### src/rtl/modem_spi_pkg.sv
// Shared constants, types and frame helper for the modem SPI host controller.
package modem_spi_pkg;

   localparam int FRAME_BITS = 24;
   localparam int RAM_DEPTH  = 1000;

   // Modem register map
   localparam logic [9:0] REG_LEN_HI = 10'd1000;
   localparam logic [9:0] REG_LEN_LO = 10'd1001;
   localparam logic [9:0] REG_SPEED  = 10'd1018;
   localparam logic [9:0] REG_CW     = 10'd1019;
   localparam logic [9:0] REG_ID0    = 10'd1020;
   localparam logic [9:0] REG_ID1    = 10'd1021;
   localparam logic [9:0] REG_ID2    = 10'd1022;
   localparam logic [9:0] REG_CTRL   = 10'd1023;

   typedef enum logic [1:0] {
      OP_READ   = 2'b00,
      OP_WRITE  = 2'b01,
      OP_LAUNCH = 2'b10,
      OP_RSVD   = 2'b11
   } cmd_op_e;

   typedef enum logic [2:0] {
      ST_IDLE      = 3'd0,
      ST_CHECK     = 3'd1,
      ST_XFER      = 3'd2,
      ST_GAP       = 3'd3,
      ST_POLL_WAIT = 3'd4,
      ST_RESP      = 3'd5
   } ctrl_state_e;

   typedef enum logic [1:0] {
      STEP_LEN_HI = 2'd0,
      STEP_LEN_LO = 2'd1,
      STEP_GO     = 2'd2,
      STEP_POLL   = 2'd3
   } launch_step_e;

   // Frame layout: {rw, 5'b0, addr[9:0]} header then data byte (0x00 on reads).
   function automatic logic [FRAME_BITS-1:0] make_frame(input logic       wr,
                                                        input logic [9:0] addr,
                                                        input logic [7:0] data);
      return {wr, 5'b0, addr, (wr ? data : 8'h00)};
   endfunction

endpackage

### src/rtl/modem_spi_master.sv
// Single 24-bit mode-0 SPI frame engine. Counts half-periods from the ssn fall:
// half 1..48 toggle sclk (odd = rising, even = falling), half 49 raises ssn,
// halves 50..52 are the inter-frame gap; done pulses on the last gap tick.
// A start presented with done restarts immediately, keeping frames back to back.
module modem_spi_master
   import modem_spi_pkg::*;
#(
   parameter int CLK_DIV = 4
) (
   input  logic                  clk,
   input  logic                  reset,
   input  logic                  start,
   input  logic [FRAME_BITS-1:0] tx_word,
   output logic                  done,
   output logic [7:0]            rx_byte,
   output logic                  sclk,
   output logic                  ssn,
   output logic                  mosi,
   input  logic                  miso
);

   localparam int         DIV_W     = (CLK_DIV > 1) ? $clog2(CLK_DIV) : 1;
   localparam logic [5:0] HALF_LAST = 6'd51;

   logic                  active;
   logic [DIV_W-1:0]      div_cnt;
   logic [5:0]            half_cnt;
   logic [5:0]            half_nxt;
   logic [FRAME_BITS-1:0] shreg;
   logic                  tick;

   assign tick     = active && (div_cnt == DIV_W'(CLK_DIV - 1));
   assign half_nxt = half_cnt + 6'd1;
   assign done     = tick && (half_cnt == HALF_LAST);

   // Frame sequencing: divider, half-period counter, shifting and pin drive.
   always_ff @(posedge clk or posedge reset) begin
      if (reset) begin
         active   <= 1'b0;
         div_cnt  <= '0;
         half_cnt <= '0;
         shreg    <= '0;
         rx_byte  <= '0;
         sclk     <= 1'b0;
         ssn      <= 1'b1;
         mosi     <= 1'b0;
      end else if (start && (!active || done)) begin
         active   <= 1'b1;
         div_cnt  <= '0;
         half_cnt <= '0;
         shreg    <= tx_word;
         rx_byte  <= '0;
         sclk     <= 1'b0;
         ssn      <= 1'b0;
         mosi     <= tx_word[FRAME_BITS-1];
      end else if (tick) begin
         div_cnt  <= '0;
         half_cnt <= half_nxt;
         if (half_nxt <= 6'd48) begin
            if (half_nxt[0]) begin
               sclk <= 1'b1;
               // rising edges 17..24 carry the read byte
               if (half_nxt >= 6'd33) rx_byte <= {rx_byte[6:0], miso};
            end else begin
               sclk  <= 1'b0;
               shreg <= {shreg[FRAME_BITS-2:0], 1'b0};
               mosi  <= (half_nxt == 6'd48) ? 1'b0 : shreg[FRAME_BITS-2];
            end
         end
         if (half_nxt == 6'd49) ssn <= 1'b1;
         if (done) begin
            active   <= 1'b0;
            half_cnt <= '0;
         end
      end else if (active) begin
         div_cnt <= div_cnt + DIV_W'(1);
      end
   end

endmodule

### src/rtl/modem_host_ctrl.sv
// Host-side command sequencer for the modem SPI slave: single register/RAM
// accesses plus a launch command that programs the length, sets transmit and
// polls the control register until the modem clears it.
//
// Command handshake: a command is taken on a clock edge where i_cmd_valid and
// o_cmd_ready are both high; o_cmd_ready stays low from accept until RESP
// exits, and o_rsp_valid is a single-cycle strobe with no back-pressure.
module modem_host_ctrl
   import modem_spi_pkg::*;
#(
   parameter int CLK_DIV  = 4,
   parameter int POLL_GAP = 64,
   parameter int POLL_MAX = 1024
) (
   input  logic       clk,
   input  logic       reset,
   output logic       o_sclk,
   output logic       o_ssn,
   output logic       o_mosi,
   input  logic       i_miso,
   input  logic       i_cmd_valid,
   output logic       o_cmd_ready,
   input  logic [1:0] i_cmd_op,
   input  logic [9:0] i_cmd_addr,
   input  logic [7:0] i_cmd_data,
   input  logic [9:0] i_cmd_len,
   output logic       o_rsp_valid,
   output logic [7:0] o_rsp_data,
   output logic       o_rsp_err,
   output logic       o_busy,
   output logic [2:0] o_dbg_state
);

   localparam logic [15:0] GAP_LAST = 16'(POLL_GAP - 1);
   localparam logic [10:0] POLL_LIM = 11'(POLL_MAX);

   ctrl_state_e     state;
   launch_step_e    step;
   launch_step_e    frame_step;
   logic [1:0]      cmd_op;
   logic [9:0]      cmd_addr;
   logic [7:0]      cmd_data;
   logic [9:0]      cmd_len;
   logic [10:0]     poll_cnt;
   logic [15:0]     gap_cnt;

   logic            is_launch;
   logic            is_rw;
   logic            len_ok;
   logic            spi_start;
   logic            spi_done;
   logic [7:0]      spi_rx;
   logic            frame_wr;
   logic [9:0]      frame_addr;
   logic [7:0]      frame_data;
   logic [FRAME_BITS-1:0] tx_word;

   assign is_launch   = (cmd_op == OP_LAUNCH);
   assign is_rw       = (cmd_op == OP_READ) || (cmd_op == OP_WRITE);
   assign len_ok      = (cmd_len != 10'd0) && (cmd_len <= 10'(RAM_DEPTH));
   assign o_dbg_state = state;

   // Which launch frame is being started this cycle.
   always_comb begin
      frame_step = STEP_POLL;
      if (state == ST_CHECK)     frame_step = STEP_LEN_HI;
      else if (state == ST_XFER) frame_step = launch_step_e'(step + 2'd1);
   end

   // Frame contents for the access or launch step being started.
   always_comb begin
      frame_wr   = (cmd_op == OP_WRITE);
      frame_addr = cmd_addr;
      frame_data = cmd_data;
      if (is_launch) begin
         case (frame_step)
            STEP_LEN_HI: begin
               frame_wr   = 1'b1;
               frame_addr = REG_LEN_HI;
               frame_data = {6'b0, cmd_len[9:8]};
            end
            STEP_LEN_LO: begin
               frame_wr   = 1'b1;
               frame_addr = REG_LEN_LO;
               frame_data = cmd_len[7:0];
            end
            STEP_GO: begin
               frame_wr   = 1'b1;
               frame_addr = REG_CTRL;
               frame_data = 8'h01;
            end
            default: begin
               frame_wr   = 1'b0;
               frame_addr = REG_CTRL;
               frame_data = 8'h00;
            end
         endcase
      end
      tx_word = make_frame(frame_wr, frame_addr, frame_data);
   end

   // Frame start requests: first frame from CHECK, launch set-up frames chained
   // on done, polls when the inter-poll wait expires.
   always_comb begin
      spi_start = 1'b0;
      case (state)
         ST_CHECK:              spi_start = is_rw || (is_launch && len_ok);
         ST_XFER:               spi_start = spi_done && is_launch &&
                                            ((step == STEP_LEN_HI) || (step == STEP_LEN_LO));
         ST_GAP, ST_POLL_WAIT:  spi_start = (gap_cnt == GAP_LAST);
         default:               spi_start = 1'b0;
      endcase
   end

   modem_spi_master #(.CLK_DIV(CLK_DIV)) u_spi (
      .clk     (clk),
      .reset   (reset),
      .start   (spi_start),
      .tx_word (tx_word),
      .done    (spi_done),
      .rx_byte (spi_rx),
      .sclk    (o_sclk),
      .ssn     (o_ssn),
      .mosi    (o_mosi),
      .miso    (i_miso)
   );

   // Command sequencer FSM with registered handshake and response outputs.
   always_ff @(posedge clk or posedge reset) begin
      if (reset) begin
         state       <= ST_IDLE;
         step        <= STEP_LEN_HI;
         cmd_op      <= 2'b00;
         cmd_addr    <= '0;
         cmd_data    <= '0;
         cmd_len     <= '0;
         poll_cnt    <= '0;
         gap_cnt     <= '0;
         o_cmd_ready <= 1'b1;
         o_rsp_valid <= 1'b0;
         o_rsp_data  <= '0;
         o_rsp_err   <= 1'b0;
         o_busy      <= 1'b0;
      end else begin
         case (state)
            ST_IDLE: begin
               if (i_cmd_valid && o_cmd_ready) begin
                  cmd_op      <= i_cmd_op;
                  cmd_addr    <= i_cmd_addr;
                  cmd_data    <= i_cmd_data;
                  cmd_len     <= i_cmd_len;
                  step        <= STEP_LEN_HI;
                  poll_cnt    <= '0;
                  o_cmd_ready <= 1'b0;
                  o_busy      <= 1'b1;
                  state       <= ST_CHECK;
               end
            end
            ST_CHECK: begin
               if (spi_start) begin
                  state <= ST_XFER;
               end else begin
                  // reserved op or out-of-range launch length
                  o_rsp_valid <= 1'b1;
                  o_rsp_err   <= 1'b1;
                  o_rsp_data  <= 8'h00;
                  state       <= ST_RESP;
               end
            end
            ST_XFER: begin
               if (spi_done) begin
                  if (!is_launch) begin
                     o_rsp_valid <= 1'b1;
                     o_rsp_err   <= 1'b0;
                     o_rsp_data  <= (cmd_op == OP_READ) ? spi_rx : 8'h00;
                     state       <= ST_RESP;
                  end else begin
                     case (step)
                        STEP_LEN_HI, STEP_LEN_LO: begin
                           step <= launch_step_e'(step + 2'd1);
                        end
                        STEP_GO: begin
                           step    <= STEP_POLL;
                           gap_cnt <= '0;
                           state   <= ST_GAP;
                        end
                        default: begin
                           if (!spi_rx[0] || (poll_cnt == POLL_LIM)) begin
                              o_rsp_valid <= 1'b1;
                              o_rsp_err   <= spi_rx[0];
                              o_rsp_data  <= spi_rx;
                              state       <= ST_RESP;
                           end else begin
                              gap_cnt <= '0;
                              state   <= ST_POLL_WAIT;
                           end
                        end
                     endcase
                  end
               end
            end
            ST_GAP, ST_POLL_WAIT: begin
               if (spi_start) begin
                  state    <= ST_XFER;
                  poll_cnt <= (poll_cnt == POLL_LIM) ? poll_cnt : poll_cnt + 11'd1;
               end else begin
                  gap_cnt <= gap_cnt + 16'd1;
               end
            end
            ST_RESP: begin
               o_rsp_valid <= 1'b0;
               o_busy      <= 1'b0;
               o_cmd_ready <= 1'b1;
               state       <= ST_IDLE;
            end
            default: state <= ST_IDLE;
         endcase
      end
   end

endmodule

### config.mk
export PLATFORM = sky130hd
export DESIGN_NAME = modem_host_ctrl
export DESIGN_NICKNAME = d
export VERILOG_FILES = /design/src/rtl/modem_spi_pkg.sv /design/src/rtl/modem_spi_master.sv /design/src/rtl/modem_host_ctrl.sv
export SDC_FILE = /design/constraint.sdc
export NUM_CORES = 1
export LEC_CHECK = 0
export ABC_AREA = 1
export CAP_MARGIN = 15
export CORE_MARGIN = 2
export CORE_UTILIZATION = 35
export CTS_CLUSTER_SIZE = 10
export DETAILED_ROUTE_END_ITERATION = 8
export PLACE_DENSITY = 0.57
export SLEW_MARGIN = 40
export SYNTH_ARGS = -nofsm -noshare
export SYNTH_HDL_FRONTEND = slang
export SYNTH_HIERARCHICAL = 1
export SYNTH_SLANG_ARGS = --single-unit
### constraint.sdc
create_clock -name clk -period 2.9 [get_ports clk]
set_input_delay 0.87 -clock clk [delete_from_list [all_inputs] [get_ports clk]]
set_output_delay 0.87 -clock clk [all_outputs]
set_load 0.02 [all_outputs]
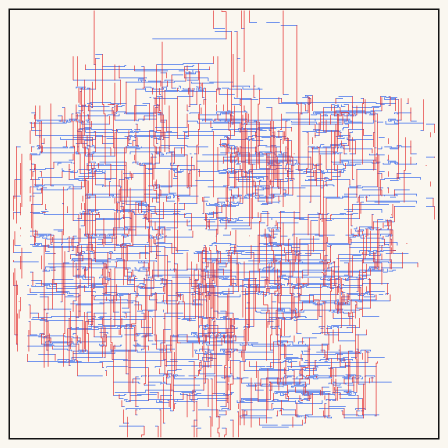
Fig. 1. Wiring by layer (run 1).
Two of the layers only.
Key: blue = met1 [wire length 7620 um]; red = met2 [wire length 7180 um]

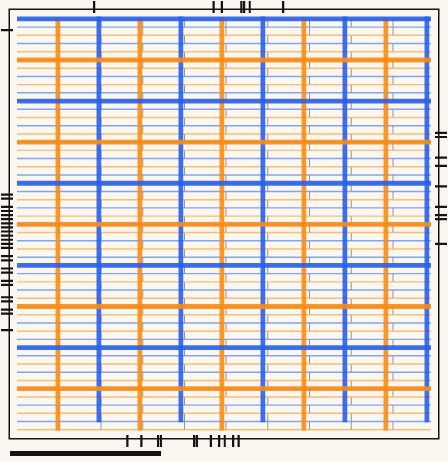
Fig. 2. PDN straps and rails (run 1).
Bar = 50 um. Pins as bars on the die edge. Tap cells in gray.
Key: orange = VSS; blue = VDD
234 tap cells. 51 met1 rails follow the rows. 10 straps on met5. 10 straps on met4. 52 signal pins sit on the boundary.

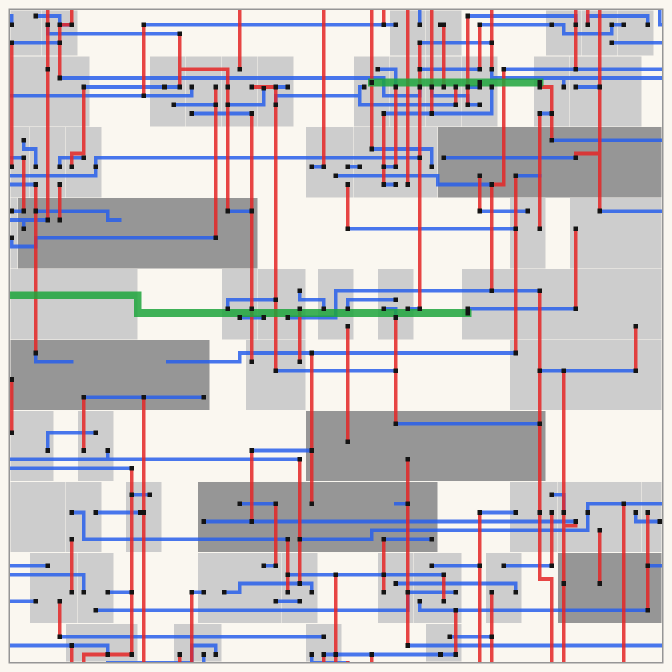
Fig. 3. Close-up of the layout (run 1).
Window x 94 to 119, y 23 to 48 um. Cells in gray, sequential cells in the stronger gray; small squares are vias.
Key: green = met3; blue = met1; red = met2
52 logic cells have their middle in the window. Netlist names of flops here include gap_cnt (3), poll_cnt (2). Most frequent: nand2_1 (17), nor2_1 (9), nand3_1 (6). Sequential cells in the window: 5.

==> run 1: synthesized netlist by cell type, drive strengths merged <==
master  count  area [um2]
a211oi      1       7.510
clkbuf      8       30.03
nor2       68       306.5
o31ai       1       7.510
and3        1       6.260
a21o        1       7.510
nor4        3       18.77
a31oi       1       6.260
nand3      71       387.9
nand4      12       87.58
xnor2       1       8.760
or2         7       43.79
nor3        5       25.02
nand3b      5       37.54
nand2     359        1380
inv       100       377.9
a22oi       1       7.510
a31o        3       26.28
o21bai      5       37.54
xor2        2       17.52
o211ai      5       51.30
and2        1       8.760
conb        1       3.750
o21ai      62       381.6
ha         11       137.6
dfstp       2       52.55
a21oi       9       48.80
o22ai      14       87.58
dfrtp     115        2878
buf        22       155.1
==> run 1: per-layer routing <==
layer	up-vias	part of all wire, %
li1	2956	-
met1	2588	49
met2	87	46
met3	9	3.4
met4	0	0.91
met5	-	0
==> run 1: cell type report <==
class | instances | area share, %
sequential | 117 | 36.43
clock inverter | 9 | 1.306
tap | 234 | 3.639
multi-input combinational | 654 | 39.36
clock buffer | 23 | 5.940
timing repair buffer | 67 | 8.615
inverter | 100 | 4.712
==> run 1: registers in the layout (all words and copies together) (netlist names), 2 cells and up <==
name and cells:
u_spi/shreg 23, gap_cnt 16, poll_cnt 11, cmd_addr 10, cmd_len 10, cmd_data 8
o_rsp_data 8, u_spi/rx_byte 8, u_spi/half_cnt 6, o_dbg_state 3, cmd_op 2, step 2
u_spi/div_cnt 2
==> run 1: power by group <==
part	internal (mW)	switching, mW	total, mW
sequential	2.13	0.361	2.49
clock	1.33	0.735	2.06
combinational	1.02	1.90	2.92
total	4.48	3.00	7.48
==> qor.yml, run 1 <==
min_path:
  worstHoldStart: "u_spi/shreg[21]"
  hold_path_end: "u_spi/shreg[21]"
power:
  vdd_ir_drop_max_uv: 467.6
  cellPowerDensity_nw_per_um2: 929.4
  total_power_mw: 7.479
synth:
  synth_cells: 897
  synthSimpleGateAreaFrac_pct: 34.71
  yosys.stat.chipArea_um2: 6633
  synth_cell_type_count: 48
  synth-seq-area-share_pct: 44.18
  synth.ff_latch_count: 117
  ys_cells: 897
  synth_area_um2: 6633
  synth_area_per_cell_um2: 7.394
  synthAoiAreaFrac_pct: 10.09
layout:
  finalNonFillerCells: 1204
  postLayoutCellArea_um2: 8046
  fraction_of_layout_instances_using_a_drive_strength_above_1_pct: 11.86
  sequential_cell_area_um2: 2932
  final_common_cell: "sky130_fd_sc_hd__nand2_1"
  logic_area_um2: 3167
  antenna_cells_inserted: 0
  post-route-util_pct: 43.16
setup_path:
  timing.critical_path.arrival_ns: 3.00
  critical_path.max_fanout: 19
  critical_path.top_delay_family: "simple AND/OR/NAND/NOR gates"
  critical_path_required_ns: 3.25
  reg2reg_slack_ns: 0.25
  timing.critical_path.from: "u_spi/half_cnt[1]"
  critPathLaunchType: "flop"
  reg2reg_to: "u_spi/shreg[19]"
  worst_r2r_path_depth: 16
routing:
  ant_nets: 0
  detail_route.wl_per_cell_um: 12.84
  detailroute.via_count: 5640
  routed_via_density: 4.684
global_route:
  globalRoute.totalOverflow: 0
  first_global_vias: 5441
  globalRoute.busiestLayer: "met2"
  wire_length_of_the_first_global_routing_pass_um: 26400
  groute.layer.met2.usage_pct: 26.42
sta:
  fmax_ghz: 0.3776
  report.final.hold_viol_count: 0
  setup_ws_ns: 0.2520
  rsz0062_at_grt: "false"
  setup_viol_count_final: 0
place:
  detailed_place.area_um2: 7457
  place.detailed.hpwl_um: 10790
  place.gp.congestion: 0.8131
  detailedPlace.worstSlack_ns: 0.1629
  buffer_ports.inserted: 51
cts:
  cts-buffers-inserted: 17
  cts_tree: "built"
  cts_root_buf: "sky130_fd_sc_hd__clkbuf_16"
  clk_pin_slew_ns: 0.05
  ctsHtreeMaxLevel: 4
  ctsLongestPathBuffers: 2
floorplan:
  core_area_um2: 18640
  floorplan.rows: 50
  die_x_um: 141.7
job:
  warning_count: 32
status:
  run_status: "finished clean"
==> run 2, diff against run 1 <==
--- a/config.mk
+++ b/config.mk
@@ -11,7 +11,6 @@
 export CORE_UTILIZATION = 35
 export CTS_CLUSTER_SIZE = 10
 export DETAILED_ROUTE_END_ITERATION = 8
-export PLACE_DENSITY = 0.57
 export SLEW_MARGIN = 40
 export SYNTH_ARGS = -nofsm -noshare
 export SYNTH_HDL_FRONTEND = slang
==> run 2 against run 1 <==
Against the previous run: worst setup slack gained 0.021 ns; die size is the same; non-clock buffer count is the same; utilization grew 0.28 points; count of clock-buffer cells in the layout grew 1; sequential power is essentially flat; critical path type unchanged; largest cell class unchanged; largest power group unchanged.
==> qor.yml, run 2 <==
layout:
  largest_register_ff_count: 23  # unchanged
  clock_tree_area_fraction_pct: 7.585  # was 7.246%
  final.clkbuf_count: 24  # was 23
  fraction_of_layout_instances_using_a_drive_strength_above_1_pct: 11.75  # was 11.86%
  nFlopsAndLatches: 117  # unchanged
  logic_area_um2: 3164  # was 3167 um2
  final_common_cell: "sky130_fd_sc_hd__nand2_1"  # unchanged
  sequential_cell_area_um2: 2932  # unchanged
  multi_input_comb_cells: 654  # unchanged
  non_clock_buffer_area_share_pct: 8.868  # was 8.615%
  antenna_cells_inserted: 0  # unchanged
  finalNonFillerCells: 1204  # unchanged
  regMostFlops: "u_spi/shreg"  # unchanged
  inverters_excl_clock: 100  # unchanged
  comb-cell-share_pct: 39.07  # was 39.36%
  leading_registers_by_flop_count: "u_spi/shreg: 23 flops, gap_cnt: 16 flops, poll_cnt: 11 flops"  # unchanged
  seq_area_share_pct: 36.20  # was 36.43%
place:
  buffer_ports.inserted: 51  # unchanged
  detailedPlace.worstSlack_ns: 0.2622  # was 0.1629 ns
  place.gp.congestion: 0.8377  # was 0.8131
  place.detailed.hpwl_um: 11050  # was 10790 um
sta:
  report.final.hold_viol_count: 0  # unchanged
  fmax_ghz: 0.3807  # was 0.3776 GHz
  setup_viol_count_final: 0  # unchanged
setup_path:
  timing.critical_path.from: "u_spi/half_cnt[0]"  # was u_spi/half_cnt[1]
  timing.critical_path.arrival_ns: 2.98  # was 3.00 ns
  worst_r2r_path_depth: 16  # unchanged
  critical_path.top_delay_family: "simple AND/OR/NAND/NOR gates"  # unchanged
  critical_path.max_fanout: 19  # unchanged
  crit_path_max_incr_delay_ns: 0.46  # was 0.43 ns
  critPathLaunchType: "flop"  # unchanged
  reg2reg_slack_ns: 0.27  # was 0.25 ns
  critical_path_required_ns: 3.25  # about the same
  critical_path.n_buffers_inverters: 5  # unchanged
power:
  cellPowerDensity_nw_per_um2: 942.4  # was 929.4 nW/um2
  combinationalPowerShare_pct: 38.7  # was 39.1%
  share_clk_of_total_power_pct: 28.6  # was 27.6%
  p_seq_share_pct: 32.8  # was 33.3%
  net-switching-power_mw: 3.024  # was 2.995 mW
  internal_power_mw: 4.608  # was 4.483 mW
cts:
  clk_pin_slew_ns: 0.06  # was 0.05 ns
  cts_root_buf: "sky130_fd_sc_hd__clkbuf_16"  # unchanged
  cts_tree: "built"  # unchanged
  ctsHtreeMaxLevel: 4  # unchanged
  cts-buffers-inserted: 17  # unchanged
  ctsLongestPathBuffers: 2  # unchanged
floorplan:
  core_area_um2: 18640  # unchanged
  floorplan.rows: 50  # unchanged
  nWellTaps: 234  # unchanged
status:
  run_status: "finished clean"  # unchanged
synth:
  flop_cell: "sky130_fd_sc_hd__dfrtp_1"  # unchanged
  synth.ff_latch_count: 117  # unchanged
  synth_top_cell_by_count: "sky130_fd_sc_hd__nand2_1"  # unchanged
  edf_count: 0  # unchanged
  yosys.stat.chipArea_um2: 6633  # unchanged
  ys_cells: 897  # unchanged
  ys_top_cells_by_count: "sky130_fd_sc_hd__nand2_1 (352), sky130_fd_sc_hd__dfrtp_1 (115), sky130_fd_sc_hd__inv_1 (92)"  # unchanged
  netlist.area_leader.share_pct: 43.39  # unchanged
  synth_cells: 897  # unchanged
  synth_cell_type_count: 48  # unchanged
  netlist_top_cells_area: "sky130_fd_sc_hd__dfrtp_1 (43%), sky130_fd_sc_hd__nand2_1 (20%), sky130_fd_sc_hd__inv_1 (5.2%), sky130_fd_sc_hd__nand3_1 (5.0%), sky130_fd_sc_hd__nor2_1 (3.3%)"  # unchanged
  async_reset_ff_share_pct: 100.0  # unchanged
  synthDominantAreaCellType: "sky130_fd_sc_hd__dfrtp_1"  # unchanged
  synth_area_um2: 6633  # unchanged
  synthAoiAreaFrac_pct: 10.09  # unchanged
  synthSimpleGateAreaFrac_pct: 34.71  # unchanged
global_route:
  wire_length_of_the_first_global_routing_pass_um: 27110  # was 26400 um
  globalRoute.totalOverflow: 0  # unchanged
  first_global_vias: 5626  # was 5441
min_path:
  hold_path_end: "u_spi/rx_byte[7]"  # was u_spi/shreg[21]
  worstHoldStart: "u_spi/rx_byte[7]"  # was u_spi/shreg[21]
routing:
  detail_route.wl_per_cell_um: 13.11  # was 12.84 um
  routed_via_density: 4.772  # was 4.684
job:
  warning_count: 32  # unchanged
[run 2: cell counts after synthesis]
No cell type changed its count.
[run 2: worst max path at each step]
stage	endpoint	slack (ns)	cells past startpoint
6_report	u_spi/shreg[10]	0.27	16
5_1_grt	u_spi/shreg[14]	0.001	16
4_1_cts	u_spi/shreg[14]	0.24	16
3_5_place_dp	u_spi/shreg[11]	0.26	16
3_3_place_gp	u_spi/shreg[4]	0.30	16
2_1_floorplan	cmd_addr[0]	0.15	1
[run 2: per-layer routing]
layer	part of all wire, %	track usage (%)
met1	47	22.32
met2	48	27.72
met3	4.2	4.117
met4	1.4	4.789
met5	0	0
[run 2: power groups by stage]
stage / Sequential [mW] / Combinational (mW) / Clock, mW
after floorplan: 2.49 / 2.22 / 0
after global placement: 2.51 / 2.92 / 0
after detailed placement: 2.52 / 2.95 / 0
after CTS: 2.50 / 2.97 / 2.22
after global routing: 2.57 / 3.37 / 2.30
final: 2.50 / 2.95 / 2.18
[run 2: logic make-up (layout without fill, tap and decap cells)]
kind of cell             after synthesis  in the layout
flip-flops                           117            117
XOR/XNOR                               3              3
AND/OR/NAND/NOR                      532            532
buffers and inverters                130            199
other                                  1              5
AND-OR/OR-AND                        103            103
adder cells (fa/ha/maj)               11             11
[run 2: stage by stage]
| stage | instance area [um2] | power, mW |
|---|---|---|
| after global routing | 8099 | 8.236 |
| final | 8099 | 7.632 |
| after floorplan | 6648 | 4.701 |
| after global placement | 7481 | 5.432 |
| after detailed placement | 7481 | 5.475 |
| after CTS | 8095 | 7.698 |
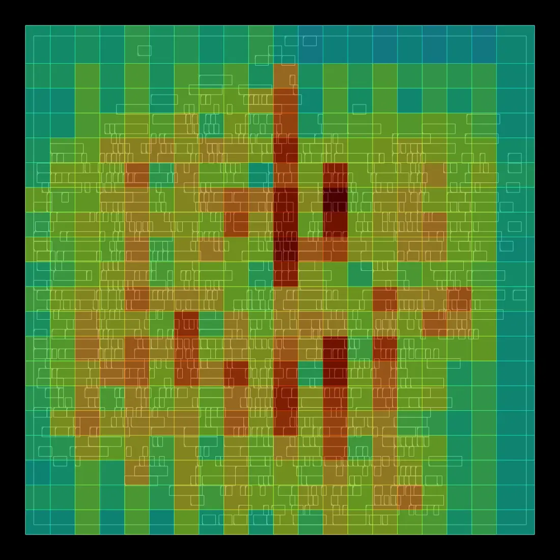
Fig. 4. Routing congestion (run 2).
Final Util: 43.44%
total track usage: 16.89%
busiest layer in global routing: met2

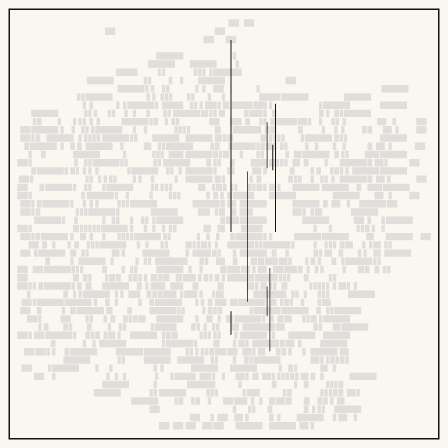
Fig. 5. Met4 routing (run 2).
The longest straight run is 63.2 um. The layer holds 1.4% of the routed length. 8 nets have wire on it. The layer carries 216 um of wire.

Power and IR drop assume default switching activity.
